Nets reached from selected ports:
Drawn at 4 px/um.
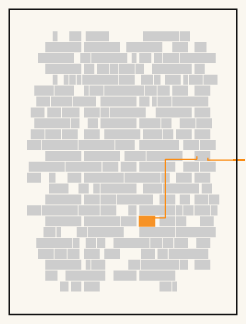
Signal wires by layer:
Drawn at 4 px/um. Two of the layers only.
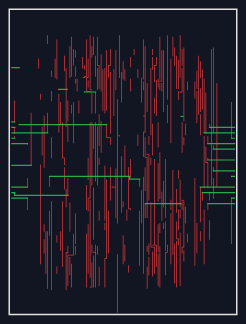
The metal 2 layer:
Drawn at 6 px/um.
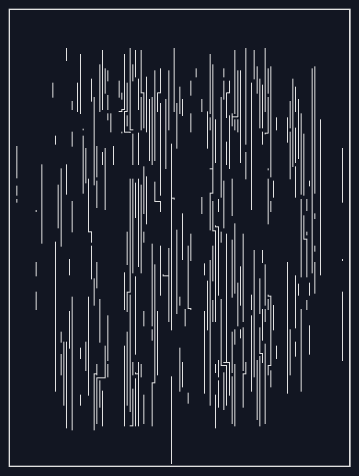
Pin placement:
Drawn at 6 px/um. Pins as bars across the die edge, other pins in gray.
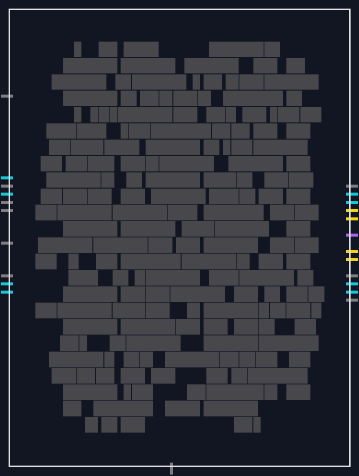
==> src/rtl/edge_pkg.sv <==
// Shared types for the edge debouncer: the per-channel edge mode and the
// decode that decides whether an accepted transition should raise a tick.
package edge_pkg;

   typedef enum logic [1:0] {
      EDGE_OFF  = 2'b00,
      EDGE_RISE = 2'b01,
      EDGE_FALL = 2'b10,
      EDGE_BOTH = 2'b11
   } edge_mode_e;

   function automatic logic tick_enabled(input edge_mode_e mode, input logic new_level);
      logic en_s;
      case (mode)
         EDGE_OFF:  en_s = 1'b0;
         EDGE_RISE: en_s = new_level;
         EDGE_FALL: en_s = ~new_level;
         EDGE_BOTH: en_s = 1'b1;
         default:   en_s = 1'b0;
      endcase
      return en_s;
   endfunction

endpackage

==> src/rtl/debounce_channel.sv <==
// One debounced input: synchroniser chain, stability counter and the
// registered level/tick pair for a single raw signal.
module debounce_channel
   import edge_pkg::*;
#(
   parameter int DELAY       = 20,
   parameter int SYNC_STAGES = 2
) (
   input  logic       clk,
   input  logic       rst,
   input  logic       sig,
   input  edge_mode_e mode,
   output logic       level,
   output logic       tick
);

   localparam int            CW       = $clog2(DELAY + 1);
   localparam logic [CW-1:0] CNT_LAST = CW'(DELAY - 1);
   localparam logic [CW-1:0] CNT_ONE  = CW'(1);

   logic [SYNC_STAGES-1:0] sync_r;
   logic                   sync_s;
   logic [CW-1:0]          cnt_r;
   logic                   level_r;
   logic                   tick_r;

   // Metastability guard: shift the raw input through the flop chain.
   always_ff @(posedge clk or posedge rst) begin
      if (rst) begin
         sync_r <= {SYNC_STAGES{1'b0}};
      end else begin
         sync_r <= {sync_r[SYNC_STAGES-2:0], sig};
      end
   end

   assign sync_s = sync_r[SYNC_STAGES-1];

   // Accept a new level only after DELAY consecutive differing samples;
   // any sample matching the current level restarts the count.
   always_ff @(posedge clk or posedge rst) begin
      if (rst) begin
         cnt_r   <= {CW{1'b0}};
         level_r <= 1'b0;
         tick_r  <= 1'b0;
      end else begin
         tick_r <= 1'b0;
         if (sync_s == level_r) begin
            cnt_r <= {CW{1'b0}};
         end else if (cnt_r == CNT_LAST) begin
            level_r <= sync_s;
            cnt_r   <= {CW{1'b0}};
            tick_r  <= tick_enabled(mode, sync_s);
         end else begin
            cnt_r <= cnt_r + CNT_ONE;
         end
      end
   end

   assign level = level_r;
   assign tick  = tick_r;

endmodule

==> src/rtl/multi_edge_debouncer.sv <==
// N independent debounced edge detectors with per-channel edge-mode
// selection and a combined tick flag.
module multi_edge_debouncer
   import edge_pkg::*;
#(
   parameter int N           = 4,
   parameter int DELAY       = 20,
   parameter int SYNC_STAGES = 2
) (
   input  logic              clk,
   input  logic              rst,
   input  logic [N-1:0]      sig,
   input  logic [N-1:0][1:0] mode,
   output logic [N-1:0]      level,
   output logic [N-1:0]      tick,
   output logic              any_tick
);

   for (genvar i = 0; i < N; i++) begin : g_ch
      debounce_channel #(
         .DELAY       (DELAY),
         .SYNC_STAGES (SYNC_STAGES)
      ) u_ch (
         .clk   (clk),
         .rst   (rst),
         .sig   (sig[i]),
         .mode  (edge_mode_e'(mode[i])),
         .level (level[i]),
         .tick  (tick[i])
      );
   end

   assign any_tick = |tick;

endmodule

==> config.mk <==
export PLATFORM = sky130hd
export DESIGN_NAME = multi_edge_debouncer
export DESIGN_NICKNAME = d
export VERILOG_FILES = /design/src/rtl/edge_pkg.sv /design/src/rtl/debounce_channel.sv /design/src/rtl/multi_edge_debouncer.sv
export SDC_FILE = /design/constraint.sdc
export NUM_CORES = 1
export LEC_CHECK = 0
export ABC_CLOCK_PERIOD_IN_PS = 1200
export CAP_MARGIN = 20
export CORE_ASPECT_RATIO = 1.4
export CORE_MARGIN = 4
export CORE_UTILIZATION = 47
export DETAILED_ROUTE_END_ITERATION = 10
export GPL_TIMING_DRIVEN = 0
export PLACE_DENSITY = 0.7
export SLEW_MARGIN = 10
export SYNTH_ARGS = -nofsm -noshare
export SYNTH_HDL_FRONTEND = slang
export SYNTH_SLANG_ARGS = --single-unit
==> constraint.sdc <==
create_clock -name clk -period 1.2 [get_ports clk]
set_clock_uncertainty 0.15 [all_clocks]
set_input_delay 0.24 -clock clk [delete_from_list [all_inputs] [get_ports clk]]
set_output_delay 0.24 -clock clk [all_outputs]
set_load 0.01 [all_outputs]
==> impl_metrics.py <==
# Physical implementation metrics
metrics = {
    "setup_path": {
        "cp_data_required_time_ns": 0.81,
        "arrival_ns": 1.36,
        "critPathLaunch": "g_ch[0].u_ch.tick$_DFF_PP0_",
        "worstSetupPathDepth": 2,
        "class_of_the_most_critical_setup_path": "reg2out",
        "critPathSlowestCell": "sky130_fd_sc_hd__or4_4",
        "r2r-start": "g_ch[2].u_ch.level$_DFFE_PP0P_",
        "critPathTopFamily": "simple AND/OR/NAND/NOR gates",
        "worstPathMaxFanout": 2,
    },
    "power_and_ir_drop": {
        "vdd_ir_drop_max_v": 0.000991,
        "power.density_cell_area_nw_per_um2": 961,
    },
    "synthesis": {
        "synthMostInstantiatedCell": "sky130_fd_sc_hd__dfrtp_1",
        "synth-simple-area-share_pct": 17.2,
        "xor_area_share_pct": 6.79,
        "ys_top_logic_family": "simple AND/OR/NAND/NOR gates",
        "synthCells": 125,
        "synth_cell_type_count": 22,
        "ff_type": "sky130_fd_sc_hd__dfrtp_1",
    },
    "sta": {
        "worst_slack_ns": -0.553,
        "final-setup-viol-count": 26,
        "final_tally_of_hold_violations": 0,
        "slew_violations": 0,
        "tightestPinTransition_ns": 0.607,
    },
    "clock_tree": {
        "clk_latency_ns": 0.27,
        "quantity_of_hold_fixing_buffers_added_after_cts": 0,
        "cts_tree": "yes",
        "clock_edge_transition_at_the_registers_on_the_reported_setup_and_hold_paths_ns": 0.07,
        "cts_post_setup_buffers_inserted": 19,
    },
    "global_routing": {
        "global_route.peak_usage_layer": "met2",
        "global_route_wire_length_before_repair_um": 5460,
        "total_congestion_overflow_after_global_routing": 0,
        "grt.met1_usage_pct": 18.7,
        "grt.met3_usage_pct": 4.42,
        "grtUsageMet2_pct": 27.7,
    },
    "flow_run": {
        "max_cap_viol_count": 0,
    },
    "finish": {
        "nonClockBufferCount": 54,
        "final_common_cell": "sky130_fd_sc_hd__dfrtp_1",
        "final.signal_inverter_count": 2,
        "largest_reg_flops": 20,
        "fraction_of_final_layout_cells_with_drive_strength_greater_than_1_pct": 52.2,
        "flop_area_um2": 902,
        "area_of_the_multi_input_gates_um2": 876,
        "antennaDiodeCount": 0,
        "fillCellCount": 181,
    },
    "worst_hold_path": {
        "hold_path_class": "in2async",
    },
    "placed_design": {
        "place_inst": 186,
        "gp_routability_congestion": 0.743,
    },
    "status": {
        "violations_in_the_final_reports": "setup timing",
        "outcome": "complete, but fails checks",
    },
    "drt": {
        "route.vias.total": 1112,
        "count_of_unresolved_drc_violations_after_routing": 0,
        "number_of_violations_reported_at_the_end_of_detailed_routing_iteration_0": 13,
    },
    "floorplanning": {
        "floorplan.rows": 24,
    },
}
## Picture notes: 'nets reached from selected ports'
orange -> `any_tick`  # bits 1, direction output, edge right, end cells 1, wire 33.5 um
number of port buffers: 22
total I/O pin count: 23

## Picture notes: 'signal wires by layer'
red -> metal 2  # wire length 1870 um
green -> metal 3  # wire length 166 um
overall routed net length: 3460 um
wire length per cell: 15.9 um

## Picture notes: 'the metal 2 layer'
longest straight run = 34.0 um
main direction = vertical
wire length on this layer = 1870 um
nets with wire on the layer = 178
share of all routed wire = 54%

## Picture notes: 'pin placement'
purple -> `any_tick`  # pins 1, direction output, edge right
yellow -> `tick`  # pins 4, direction output, edge right
cyan -> `mode`  # pins 8, direction input, edge 4 right, 4 left
die span in y: 75.9 um
die span in x: 56.5 um

[power by group]
group | switching (mW) | internal, mW
sequential | 0.0568 | 1.26
combinational | 0.102 | 0.158
clock | 0.392 | 0.394
[stage by stage]
stage | util [%] | TNS [ns] | power, mW | setup slack, ns | cell area [um^2]
final | 78.0 | -2.88 | 2.36 | -0.553 | 2460
after global routing | 78.0 | -4.09 | 2.47 | -0.578 | 2460
after CTS | 73.7 | -2.37 | 2.34 | -0.517 | 2320
after detailed placement | 58.6 | -10.65 | 1.48 | -0.556 | 1850
after floorplan | - | -0.676 | 1.41 | -0.101 | 1580
after global placement | 58.6 | -29.51 | 1.47 | -0.717 | 1850
Power is estimated from default activity; no workload was simulated.
